==> config.mk <==
export PLATFORM = sky130hd
export DESIGN_NAME = follower_ctrl_flat
export DESIGN_NICKNAME = d
export VERILOG_FILES = /design/src/rtl/follower_pkg.sv /design/src/rtl/follower_ctrl_if.sv /design/src/rtl/ctrl_tick_gen.sv /design/src/rtl/follower_ctrl.sv /design/src/flat_wrapper.sv
export SDC_FILE = /design/constraint.sdc
export NUM_CORES = 1
export LEC_CHECK = 0
export CELL_PAD_IN_SITES_DETAIL_PLACEMENT = 1
export CELL_PAD_IN_SITES_GLOBAL_PLACEMENT = 2
export CORE_ASPECT_RATIO = 1.5
export CORE_MARGIN = 5
export CORE_UTILIZATION = 30
export CTS_BUF_LIST = sky130_fd_sc_hd__clkbuf_8
export DETAILED_ROUTE_END_ITERATION = 7
export PLACE_DENSITY = 0.76
export SETUP_SLACK_MARGIN = 0.3
export SYNTH_ARGS = -nofsm -noshare
export SYNTH_HDL_FRONTEND = slang
export SYNTH_SLANG_ARGS = --single-unit
==> constraint.sdc <==
create_clock -name clk -period 2.1 [get_ports clk]
set_input_delay 0.42 -clock clk [delete_from_list [all_inputs] [get_ports clk]]
set_output_delay 0.42 -clock clk [all_outputs]
set_load 0.005 [all_outputs]
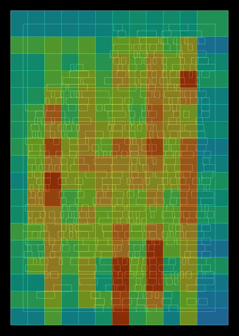
*Routing congestion*
M2 GR Usage: 31.4%
grt peak-use layer: met2
met1 Use GR: 17.1%
Tot GR Track Use: 15.9%

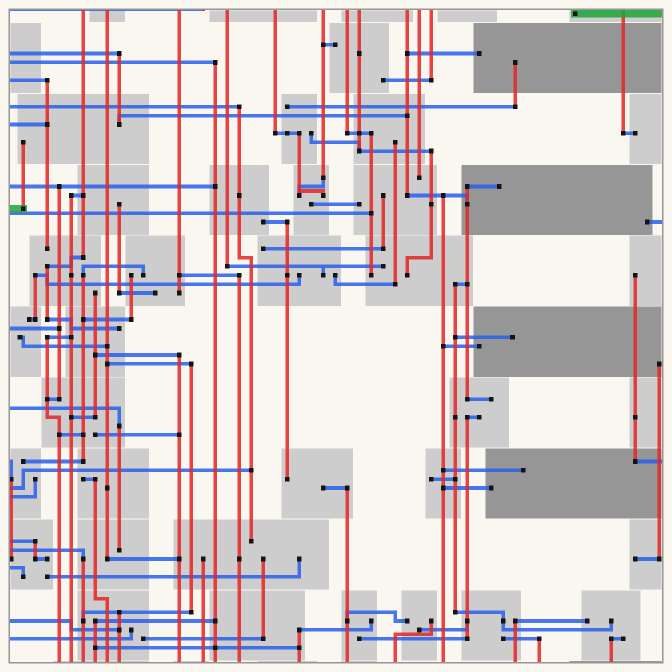
*Zoomed window*
Region (54, 19) to (79, 44) um. Cells in gray, sequential cells in the stronger gray; small squares are vias.
- metal 2: red
- metal 1: blue
- metal 3: green
- sequential cells in the window: 4
- cells with their middle in the window: 34
- most frequent: buf_4 (5)

==> results.sh <==
# physical design summary
export IMPL_p_clk_share_pct=29.9
export IMPL_worst_r2r_path_depth=8
export IMPL_swShare_pct=28.0
export IMPL_clk_latency_ps=320
export IMPL_synth_warnings=0
export IMPL_port_buffers=39
export IMPL_tool_warnings=30
export IMPL_antenna_found_initial=0
export IMPL_htreeDepth=2
export IMPL_overflow=0
export IMPL_postRouteAntennaNets=0
export IMPL_crit_fanout=5
export IMPL_slew_headroom_pct=68.6
export IMPL_grt_max_degree=18
export IMPL_synth_cell_types=56
export IMPL_vias_per_cell=5.27
export IMPL_die_h_um=128
export IMPL_path_clk_slew_ps=100
export IMPL_n_fill_cell=1091
export IMPL_worst_pin_slew_ps=466
export IMPL_diodes=0
export IMPL_setup_viol=0
export IMPL_ys_ff=53
export IMPL_netlist_top_cell_by_area="dfxtp_1"
export IMPL_vias=2844
export IMPL_dr_pass1_iters=4
export IMPL_cts_hold_buf=0
export IMPL_ys_cells=339
export IMPL_fin_skew_ps=13.0
export IMPL_worst_hold_path_type="in -> reg"
export IMPL_p_int_mw=1.72
export IMPL_grt_pass1_vias=2935
export IMPL_gp_congestion=0.828
export IMPL_cts_root_buf="clkbuf_8"
export IMPL_dp_final_hpwl_um=6740
export IMPL_path_class="reg -> reg"
export IMPL_hold_depth=2
export IMPL_avgSynthCellArea_um2=8.19
export IMPL_period_used_pct=94.0
export IMPL_fp_nets=365
export IMPL_clock_sinks=53
export IMPL_layout_drive_gt1_share_pct=32.2
export IMPL_synthCells=339
export IMPL_cts_tree="built"
export IMPL_area_growth_pct=49.9
export IMPL_ir_worst_vdd_mv=0.309
export IMPL_synth_top_area_share_pct=38.2
export IMPL_ys_seq_share_pct=38.2
export IMPL_netlist_area_um2=2780
export IMPL_netlist_top_cells_area="dfxtp_1, nor2_1, xnor2_1"
export IMPL_dr_wl_met3_um=248
export IMPL_dieArea_um2=11300
export IMPL_wl_um=8810
export IMPL_p_comb_share_pct=25.2
export IMPL_synth_edff_count=0
export IMPL_post_route_util_pct=45.5
export IMPL_grt_pass1_wl_um=14300
export IMPL_fp_util_pct=30.4
export IMPL_leakagePower_nw=1.57
export IMPL_setup_worst_path_start_class="flip-flop"
export IMPL_yosys_area_um2=2780
export IMPL_wl_met2_um=5070
export IMPL_arrival_ps=2230
export IMPL_drt_iter0_drc=104
export IMPL_outcome="complete, no violations"
export IMPL_seqPwrFrac_pct=44.9
export IMPL_tns_ps=0
export IMPL_cp_end_kind="flip-flop"
export IMPL_fin_crit_ps=1970
export IMPL_hold_slack_ps=460
export IMPL_final_max_slew_viol_count=0
export IMPL_cts_buffers=5
export IMPL_drv_cap=0
export IMPL_async_flop_share_pct=0
export IMPL_largest_register_ffs=17
export IMPL_hold_violations=0
export IMPL_cts_max_path_buffers=2
export IMPL_rows=43
export IMPL_die_x_um=88.6
export IMPL_nNetsFinal=453
export IMPL_core_um2=9150
export IMPL_finalNonFillerCells=540
export IMPL_rsz0062_at_grt="yes"
export IMPL_fmax_mhz=507
export IMPL_r2r_setup_slack_ps=130
export IMPL_place_inst=519
export IMPL_routedWlPerCell_um=16.3
export IMPL_drcViolationCount=0
export IMPL_met1_length_um=3400
export IMPL_synthFlopType="dfxtp_1"
export IMPL_required_ps=2360
export IMPL_p_sw_mw=0.670
export IMPL_p_per_area_nw_per_um2=575
export IMPL_ioPinCount=40
export IMPL_top_layer="met4"
-- power by group through the flow --
stage          registers, mW  logic [mW]  clock network (mW)
2_1_floorplan           1.10       0.255                   0
6_report                1.08       0.604               0.715
3_3_place_gp            1.10       0.495                   0
3_5_place_dp            1.11       0.505                   0
4_1_cts                 1.08       0.582               0.753
5_1_grt                 1.08       0.649               0.785
-- synthesized netlist by cell type, types with 3 or more instances --
| cell | instances |
|---|---|
| dfxtp_1 | 53 |
| nor2_1 | 51 |
| nand2_1 | 23 |
| a21oi_1 | 19 |
| nand3_1 | 13 |
| xnor2_1 | 12 |
| nor3_1 | 11 |
| inv_1 | 10 |
| o21ai_0 | 9 |
| o41ai_1 | 9 |
| xor2_1 | 8 |
| clkbuf_1 | 7 |
| nand4_1 | 7 |
| buf_2 | 6 |
| ha_1 | 6 |
| nand2b_1 | 6 |
| nor2b_1 | 6 |
| or3_1 | 6 |
| and2_1 | 5 |
| nor4_1 | 5 |
| a31oi_1 | 4 |
| nor3b_1 | 4 |
| o211ai_1 | 4 |
| a22o_1 | 3 |
| a22oi_1 | 3 |
| nand3b_1 | 3 |
| nor2_2 | 3 |
| or2_1 | 3 |
| or4_1 | 3 |
-- critical path, stage by stage, from the launching register on --
cell	delay, ps
dfxtp_4	370
inv_2	40
ha_4	210
or3_1	350
o311a_1	140
a22o_4	290
buf_6	130
a2111o_1	280
o21ai_1	110
-- cell families after synthesis --
| logic type | synth area share (%) |
|---|---|
| multiplexers | 0.721 |
| AND-OR/OR-AND | 18.3 |
| flip-flops | 38.2 |
| XOR/XNOR | 6.31 |
| AND/OR/NAND/NOR | 29.5 |
| buffers and inverters | 4.32 |
| adder cells (fa/ha/maj) | 2.70 |
-- cell usage in the layout (no fill, tap or decap), drive strengths merged, types with 3 or more instances in the layout --
cell type,instances
buf,56
nor2,54
dfxtp,53
clkdlybuf4s50,32
nand2,23
a21oi,19
nand3,13
inv,13
xnor2,12
nor3,11
o21ai,10
o41ai,9
xor2,8
nand4,7
nor2b,6
ha,6
nand2b,6
nor4,6
or3,6
and2,5
clkbuf,5
nor3b,4
o211ai,4
dlygate4sd2,4
a31oi,4
a22o,4
nand3b,3
dlymetal6s2s,3
or4,3
and3,3
a22oi,3
or2,3
and4,3
-- what timing repair did --
item / CTS / global route
endpoints found under the setup margin: 45 / 45
setup buffers: 10 / 2
cloned: 1 / 0
resized: 46 / 29
pin swaps: 13 / 8
-- cell type report --
cell class / instances / area, um^2 / share of cell area [%]
multi-input cells: 260 / 1930 / 46.4
flip-flops and latches: 53 / 1090 / 26.2
repair buffers: 95 / 845 / 20.3
well taps: 112 / 140 / 3.37
clock buffers: 5 / 68.8 / 1.65
inverters: 12 / 45.0 / 1.08
clock inverters: 3 / 43.8 / 1.05
-- per-stage QoR --
step	instance area [um^2]	setup slack [ps]	power, mW
after global routing	4160	39.9	2.52
after detailed placement	3630	-624	1.61
after global placement	3630	-495	1.60
after floorplan	2860	166	1.36
after CTS	4040	138	2.41
final	4160	127	2.39
-- per-layer routing --
metal	up-vias	global-route usage, %
li1	1404	-
met1	1403	17.1
met2	31	31.4
met3	6	2.19
met4	0	3.74
met5	-	0
Power is estimated from default activity; no workload was simulated.
